<file path="src/rtl/forwarding_control_unit.sv">
`default_nettype none
// ============================================================================
// Module   : forwarding_control_unit
// Purpose  : Operand-forwarding select generation for the dual-lane
//            (Branch + Memory) core. Tracks destination tags through
//            EX -> P1 (EX/MEM) -> P2 (MEM/WB). It compares the decode-stage
//            sources against those tags and registers a 3-bit select per EX
//            operand. It also raises the load-use stall.
// Ports    : clk, rst_n                      clock, async active-low reset
//            id_valid                         decode bundle valid
//            id_b_rd/we, id_m_rd/we           lane destinations / write enables
//            id_m_is_load                     Memory lane is a load
//            id_b_rs1/rs2, id_m_rs1/rs2       decode sources
//            hold_i, flush_i                  freeze / kill ID+EX
//            fwd_b_rs1/rs2, fwd_m_rs1/rs2     registered EX operand selects
//            load_use_stall_o                 freeze IF/ID, bubble EX
// Revision : 1.0 - initial release
// ============================================================================
module forwarding_control_unit #(
  parameter int REG_AW = 5,
  parameter int MODE_W = 3
) (
  input  logic              clk,
  input  logic              rst_n,
  input  logic              id_valid,
  input  logic [REG_AW-1:0] id_b_rd,
  input  logic [REG_AW-1:0] id_m_rd,
  input  logic              id_b_we,
  input  logic              id_m_we,
  input  logic              id_m_is_load,
  input  logic [REG_AW-1:0] id_b_rs1,
  input  logic [REG_AW-1:0] id_b_rs2,
  input  logic [REG_AW-1:0] id_m_rs1,
  input  logic [REG_AW-1:0] id_m_rs2,
  input  logic              hold_i,
  input  logic              flush_i,
  output logic [MODE_W-1:0] fwd_b_rs1,
  output logic [MODE_W-1:0] fwd_b_rs2,
  output logic [MODE_W-1:0] fwd_m_rs1,
  output logic [MODE_W-1:0] fwd_m_rs2,
  output logic              load_use_stall_o
);

  localparam logic [MODE_W-1:0] c_sel_rf   = MODE_W'(0);
  localparam logic [MODE_W-1:0] c_sel_b_p1 = MODE_W'(1);
  localparam logic [MODE_W-1:0] c_sel_m_p1 = MODE_W'(2);
  localparam logic [MODE_W-1:0] c_sel_b_p2 = MODE_W'(3);
  localparam logic [MODE_W-1:0] c_sel_m_p2 = MODE_W'(4);
  localparam logic [MODE_W-1:0] c_sel_b_p3 = MODE_W'(5);
  localparam logic [MODE_W-1:0] c_sel_m_p3 = MODE_W'(6);

  typedef struct packed {
    logic              v;
    logic [REG_AW-1:0] rd;
    logic              we;
  } tag_t;

  // The WB hold latch (P3) tag is not stored: a producer that has reached P3
  // before the edge has already written the register file, so it can never
  // be a forwarding source. For the same reason, is_load only matters while
  // the load sits in EX, so it is kept only for the EX Memory-lane slot.
  tag_t r_ex_b, r_ex_m, r_p1_b, r_p1_m, r_p2_b, r_p2_m;
  logic r_ex_m_ld;

  logic [MODE_W-1:0] r_fwd_b_rs1, r_fwd_b_rs2, r_fwd_m_rs1, r_fwd_m_rs2;
  logic [MODE_W-1:0] w_sel_b_rs1, w_sel_b_rs2, w_sel_m_rs1, w_sel_m_rs2;
  logic              w_stall;
  logic              w_ld_hit;

  function automatic logic f_hit(input tag_t t, input logic [REG_AW-1:0] src);
    return t.v && t.we && (t.rd != '0) && (t.rd == src);
  endfunction

  // Youngest producer wins; within a stage the Memory slot is younger.
  function automatic logic [MODE_W-1:0] f_sel(
    input logic [REG_AW-1:0] src,
    input tag_t ex_b, input tag_t ex_m,
    input tag_t p1_b, input tag_t p1_m,
    input tag_t p2_b, input tag_t p2_m
  );
    logic [MODE_W-1:0] sel;
    sel = c_sel_rf;
    if      (f_hit(ex_m, src)) sel = c_sel_m_p1;
    else if (f_hit(ex_b, src)) sel = c_sel_b_p1;
    else if (f_hit(p1_m, src)) sel = c_sel_m_p2;
    else if (f_hit(p1_b, src)) sel = c_sel_b_p2;
    else if (f_hit(p2_m, src)) sel = c_sel_m_p3;
    else if (f_hit(p2_b, src)) sel = c_sel_b_p3;
    return sel;
  endfunction

  always_comb begin
    w_sel_b_rs1 = f_sel(id_b_rs1, r_ex_b, r_ex_m, r_p1_b, r_p1_m, r_p2_b, r_p2_m);
    w_sel_b_rs2 = f_sel(id_b_rs2, r_ex_b, r_ex_m, r_p1_b, r_p1_m, r_p2_b, r_p2_m);
    w_sel_m_rs1 = f_sel(id_m_rs1, r_ex_b, r_ex_m, r_p1_b, r_p1_m, r_p2_b, r_p2_m);
    w_sel_m_rs2 = f_sel(id_m_rs2, r_ex_b, r_ex_m, r_p1_b, r_p1_m, r_p2_b, r_p2_m);
  end

  // A load in EX cannot supply its data until it reaches P1, so a dependent
  // decode bundle must wait one cycle.
  assign w_ld_hit = (id_b_rs1 == r_ex_m.rd) || (id_b_rs2 == r_ex_m.rd) ||
                    (id_m_rs1 == r_ex_m.rd) || (id_m_rs2 == r_ex_m.rd);
  assign w_stall  = id_valid && r_ex_m.v && r_ex_m_ld && r_ex_m.we &&
                    (r_ex_m.rd != '0) && w_ld_hit;

  always_ff @(posedge clk or negedge rst_n) begin
    if (!rst_n) begin
      r_ex_b      <= '0;
      r_ex_m      <= '0;
      r_ex_m_ld   <= 1'b0;
      r_p1_b      <= '0;
      r_p1_m      <= '0;
      r_p2_b      <= '0;
      r_p2_m      <= '0;
      r_fwd_b_rs1 <= c_sel_rf;
      r_fwd_b_rs2 <= c_sel_rf;
      r_fwd_m_rs1 <= c_sel_rf;
      r_fwd_m_rs2 <= c_sel_rf;
    end else if (flush_i || (!hold_i && w_stall)) begin
      // Flush and load-use both put a bubble into EX while the older
      // stages keep draining.
      r_ex_b      <= '0;
      r_ex_m      <= '0;
      r_ex_m_ld   <= 1'b0;
      r_p1_b      <= r_ex_b;
      r_p1_m      <= r_ex_m;
      r_p2_b      <= r_p1_b;
      r_p2_m      <= r_p1_m;
      r_fwd_b_rs1 <= c_sel_rf;
      r_fwd_b_rs2 <= c_sel_rf;
      r_fwd_m_rs1 <= c_sel_rf;
      r_fwd_m_rs2 <= c_sel_rf;
    end else if (!hold_i) begin
      r_ex_b      <= '{v: id_valid, rd: id_b_rd, we: id_b_we};
      r_ex_m      <= '{v: id_valid, rd: id_m_rd, we: id_m_we};
      r_ex_m_ld   <= id_m_is_load;
      r_p1_b      <= r_ex_b;
      r_p1_m      <= r_ex_m;
      r_p2_b      <= r_p1_b;
      r_p2_m      <= r_p1_m;
      r_fwd_b_rs1 <= id_valid ? w_sel_b_rs1 : c_sel_rf;
      r_fwd_b_rs2 <= id_valid ? w_sel_b_rs2 : c_sel_rf;
      r_fwd_m_rs1 <= id_valid ? w_sel_m_rs1 : c_sel_rf;
      r_fwd_m_rs2 <= id_valid ? w_sel_m_rs2 : c_sel_rf;
    end
  end

  assign fwd_b_rs1        = r_fwd_b_rs1;
  assign fwd_b_rs2        = r_fwd_b_rs2;
  assign fwd_m_rs1        = r_fwd_m_rs1;
  assign fwd_m_rs2        = r_fwd_m_rs2;
  assign load_use_stall_o = w_stall;

endmodule
`default_nettype wire

</file>
<file path="config.mk">
export PLATFORM = sky130hd
export DESIGN_NAME = forwarding_control_unit
export DESIGN_NICKNAME = d
export VERILOG_FILES = /design/src/rtl/forwarding_control_unit.sv
export SDC_FILE = /design/constraint.sdc
export NUM_CORES = 1
export LEC_CHECK = 0
export CORE_MARGIN = 3
export CORE_UTILIZATION = 30
export DETAILED_ROUTE_END_ITERATION = 10
export PLACE_DENSITY = 0.49
export SLEW_MARGIN = 20
export SYNTH_ARGS = -nofsm -noshare
export SYNTH_HDL_FRONTEND = slang
export SYNTH_SLANG_ARGS = --single-unit
</file>
<file path="constraint.sdc">
create_clock -name clk -period 7.2 [get_ports clk]
set_input_delay 2.16 -clock clk [delete_from_list [all_inputs] [get_ports clk]]
set_output_delay 2.16 -clock clk [all_outputs]
set_load 0.05 [all_outputs]
</file>
Cell area per tile:
12 x 12 tiles, from white (low) to dark blue (high), 0 to 100% covered.
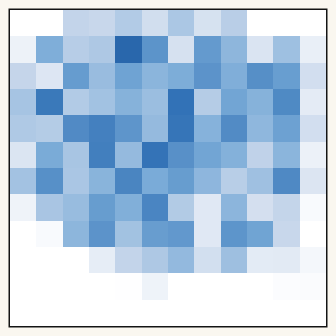
nearly empty tiles: 22%
mean over tiles: 30%
tiles over 75% full: 0.70%
post-layout util: 36.7%
CORE AREA: 0.0123 sq mm
Core Util at FP: 31.4%

Placement view:
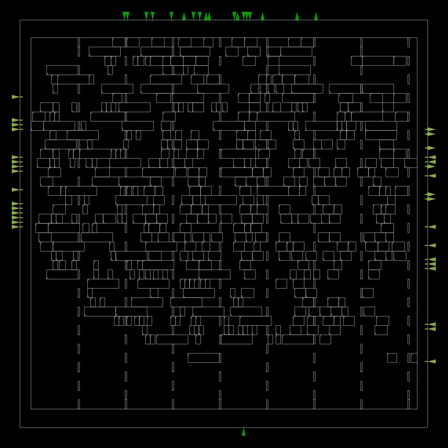
tap cells: 168
Filler Cell Count: 1317

Clock wires, drivers and flops:
Scale bar: 20 microns.
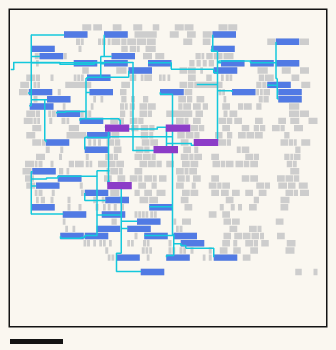
[cyan] clock wires | length: 815 microns
[blue] flip-flops | count: 52
[purple] clock-net drivers | count: 5
routed clock nets: 6
clock share of power: 35.5%
clk ins delay skew pair: 290 ps
Clock Skew: 6.47 ps

==> run summary <==
yosys + openroad results -> final hold vios=0, syn avg cell area=slightly above 8 sq um, Synth Instances=~470, total chip power=0.794 mW, Setup WS pre-CTS=900 ps, synthesis-to-layout area growth=17.1%, status=finished, final reports clean, met1 WL=5.45 mm, WL met3=505 microns, dpl cell area=0.00435 sq mm, CP Capture Type=output port, Final Setup Violations=0, dominant logic cell type in the layout=nand2_1, GR Util All Layers=16.8%, PD cells=176 mW/mm^2, initial DRC count=198, max-cap violation count=0, busiest layer in global routing=met2, CP Capture Point=load_use_stall_o, WL/cell=approximately 19 microns, Rel. slew slack=about half, post-cts resize count=0, final worst slack=927 ps, Buf/Inv on CP=2, WL met2=5.96 mm, post-route design area=about 0.0045 sq mm, Ys Warns=0, switching pwr=between 0.2 and 0.25 mW, # rows=40, Crit path largest cell delay=580 ps, CTS Buffer Depth=2, vias per inst=5.00, largest net degree at the start of global routing=around 53, max-slew violation count=0, Switching Fraction=30.6%, period utilisation layout=87.1%, critical path arrival=4110 ps, launch point of the worst path=id_b_rs2[2], reg2reg path depth=6, GRT met2 Usage=a little under 30%, vias in the first global route=3264, Synth Cell Area=between 0.003 and 0.004 sq mm, maximum VDD drop=0.101 mV, first-pass GRT wire length=18.5 mm, Highest Signal Layer=met4, fmax=159 MHz, CTS Hold Bufs=0, crit path max-delay cell type=clkdlybuf4s50_1, # diodes=0, delay-heaviest family, CP=buffers and inverters, CTS sink cnt=52, stages on the worst setup path=6, synthesis area per yosys=0.00386 sq mm, Fin Setup TNS=0 ps, startpoint types=primary input, clock-pin slew on the worst setup and hold paths=approximately 70 ps, Final Critical Period=6270 ps, crit path max fanout=6, CTS Root Cell=clkbuf_16, Worst R2R End=fwd_b_rs1[2]$_DFFE_PN0P_, leakage=2.07 nW, final net count=roughly 500
Pin placement:
Pins as bars across the die edge, other pins in grey.
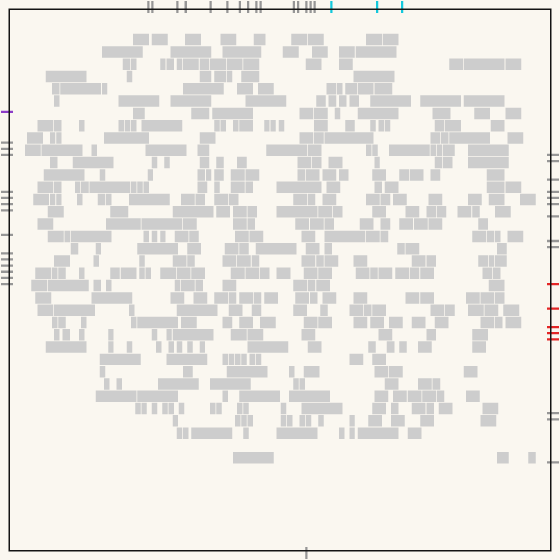
[red] id_b_rs1 | pins: 5 | direction: input | edge: east
[purple] clk | pins: 1 | direction: input | edge: west
[cyan] fwd_m_rs1 | pins: 3 | direction: output | edge: north
all pins by edge: 18 north, 17 east, 15 west, 1 south
height of the die: 119 microns
Horiz. Die Dim: 119 microns
port bufs: 50

Met3 routing:
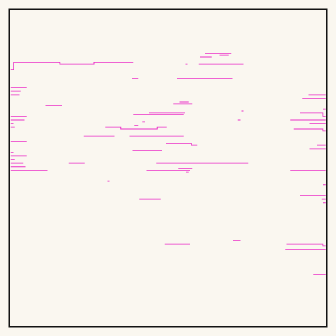
share of all routed wire: 4.2%
nets with wire on the layer: 52
main direction: horizontal
Vias: 3172
met3 usage: 2.47%
routed wire length: 12.1 mm

[kinds of logic (layout without fill, tap and decap cells)]
| kind of cell | after synthesis | in the layout | synth area share, % |
|---|---|---|---|
| and+or+nand+nor | 190 | 190 | 23.1 |
| DFF | 52 | 52 | 33.7 |
| xor gates and xnor gates | 120 | 120 | 27.2 |
| AOI/OAI and AO/OA | 42 | 42 | 9.08 |
| buffers and inverters | 62 | 62 | 6.87 |
[power groups by stage]
stage / Combinational (mW) / Clock [mW] / Sequential (mW)
final: 0.155 / 0.282 / 0.357
after global routing: 0.172 / 0.297 / 0.359
after CTS: 0.157 / 0.288 / 0.357
after detailed placement: 0.156 / 0 / 0.363
after global placement: 0.152 / 0 / 0.363
after floorplan: 0.140 / 0 / 0.319
[final cells by class]
class | count | area (sq um) | area share, %
Tap cell | 168 | 210 | 4.65
Inverter | 1 | 3.75 | 0.0831
Sequential cell | 52 | 1300 | 28.8
Clock inverter | 2 | 38.8 | 0.858
Clock buffer | 6 | 129 | 2.85
Multi-Input combinational cell | 352 | 2300 | 50.9
Timing Repair Buffer | 53 | 536 | 11.8
[through the flow]
stage / cells / hold slack (ps)
2_1_floorplan: 466 / 439
3_3_place_gp: 625 / 460
3_5_place_dp: 626 / 466
4_1_cts: 634 / 483
5_1_grt: 634 / 511
6_report: 634 / 482
[worst min path at each step]
stage,start,endpoint,cells after the start
3_5_place_dp,r_p2_m[0]$_DFFE_PN0P_,r_p2_m[0]$_DFFE_PN0P_,2
5_1_grt,r_p2_b[0]$_DFFE_PN0P_,r_p2_b[0]$_DFFE_PN0P_,2
6_report,r_p2_m[0]$_DFFE_PN0P_,r_p2_m[0]$_DFFE_PN0P_,2
2_1_floorplan,r_p2_m[0]$_DFFE_PN0P_,r_p2_m[0]$_DFFE_PN0P_,2
3_3_place_gp,r_p2_m[0]$_DFFE_PN0P_,r_p2_m[0]$_DFFE_PN0P_,2
4_1_cts,r_p2_m[0]$_DFFE_PN0P_,r_p2_m[0]$_DFFE_PN0P_,2
[registers in the layout, indices dropped and copies added (netlist names), 3 cells and up]
signal and cells:
r_p1_m 7, fwd_b_rs2 3, r_p2_m 6, fwd_m_rs1 3, r_ex_m 6, r_p1_b 6
fwd_b_rs1 3, fwd_m_rs2 3, r_ex_b 7, r_p2_b 7
[synth_stat cells]
cell	count	area, sq um
nand2_1	112	420
xor2_1	72	631
dfrtp_1	52	1300
xnor2_1	48	420
clkbuf_1	43	161
nand4_1	24	150
nor3_1	24	120
a21oi_1	13	65.1
buf_2	11	55.1
nand3_1	8	40.0
a32o_2	5	56.3
nand2b_1	5	31.3
o311a_1	5	50.1
or3_1	5	31.3
a22o_1	4	35.0
and2_1	4	25.0
and3_1	4	25.0
buf_1	4	15.0
o211ai_1	4	30.0
o21ai_0	4	20.0
a32o_1	3	30.0
a21o_1	2	15.0
buf_6	2	22.5
a41oi_4	1	27.5
buf_4	1	7.51
inv_1	1	3.75
nand3_2	1	10.0
nor2_1	1	3.75
nor4b_4	1	23.8
o311a_4	1	21.3
or3_4	1	11.3
Power is estimated from default activity; no workload was simulated.
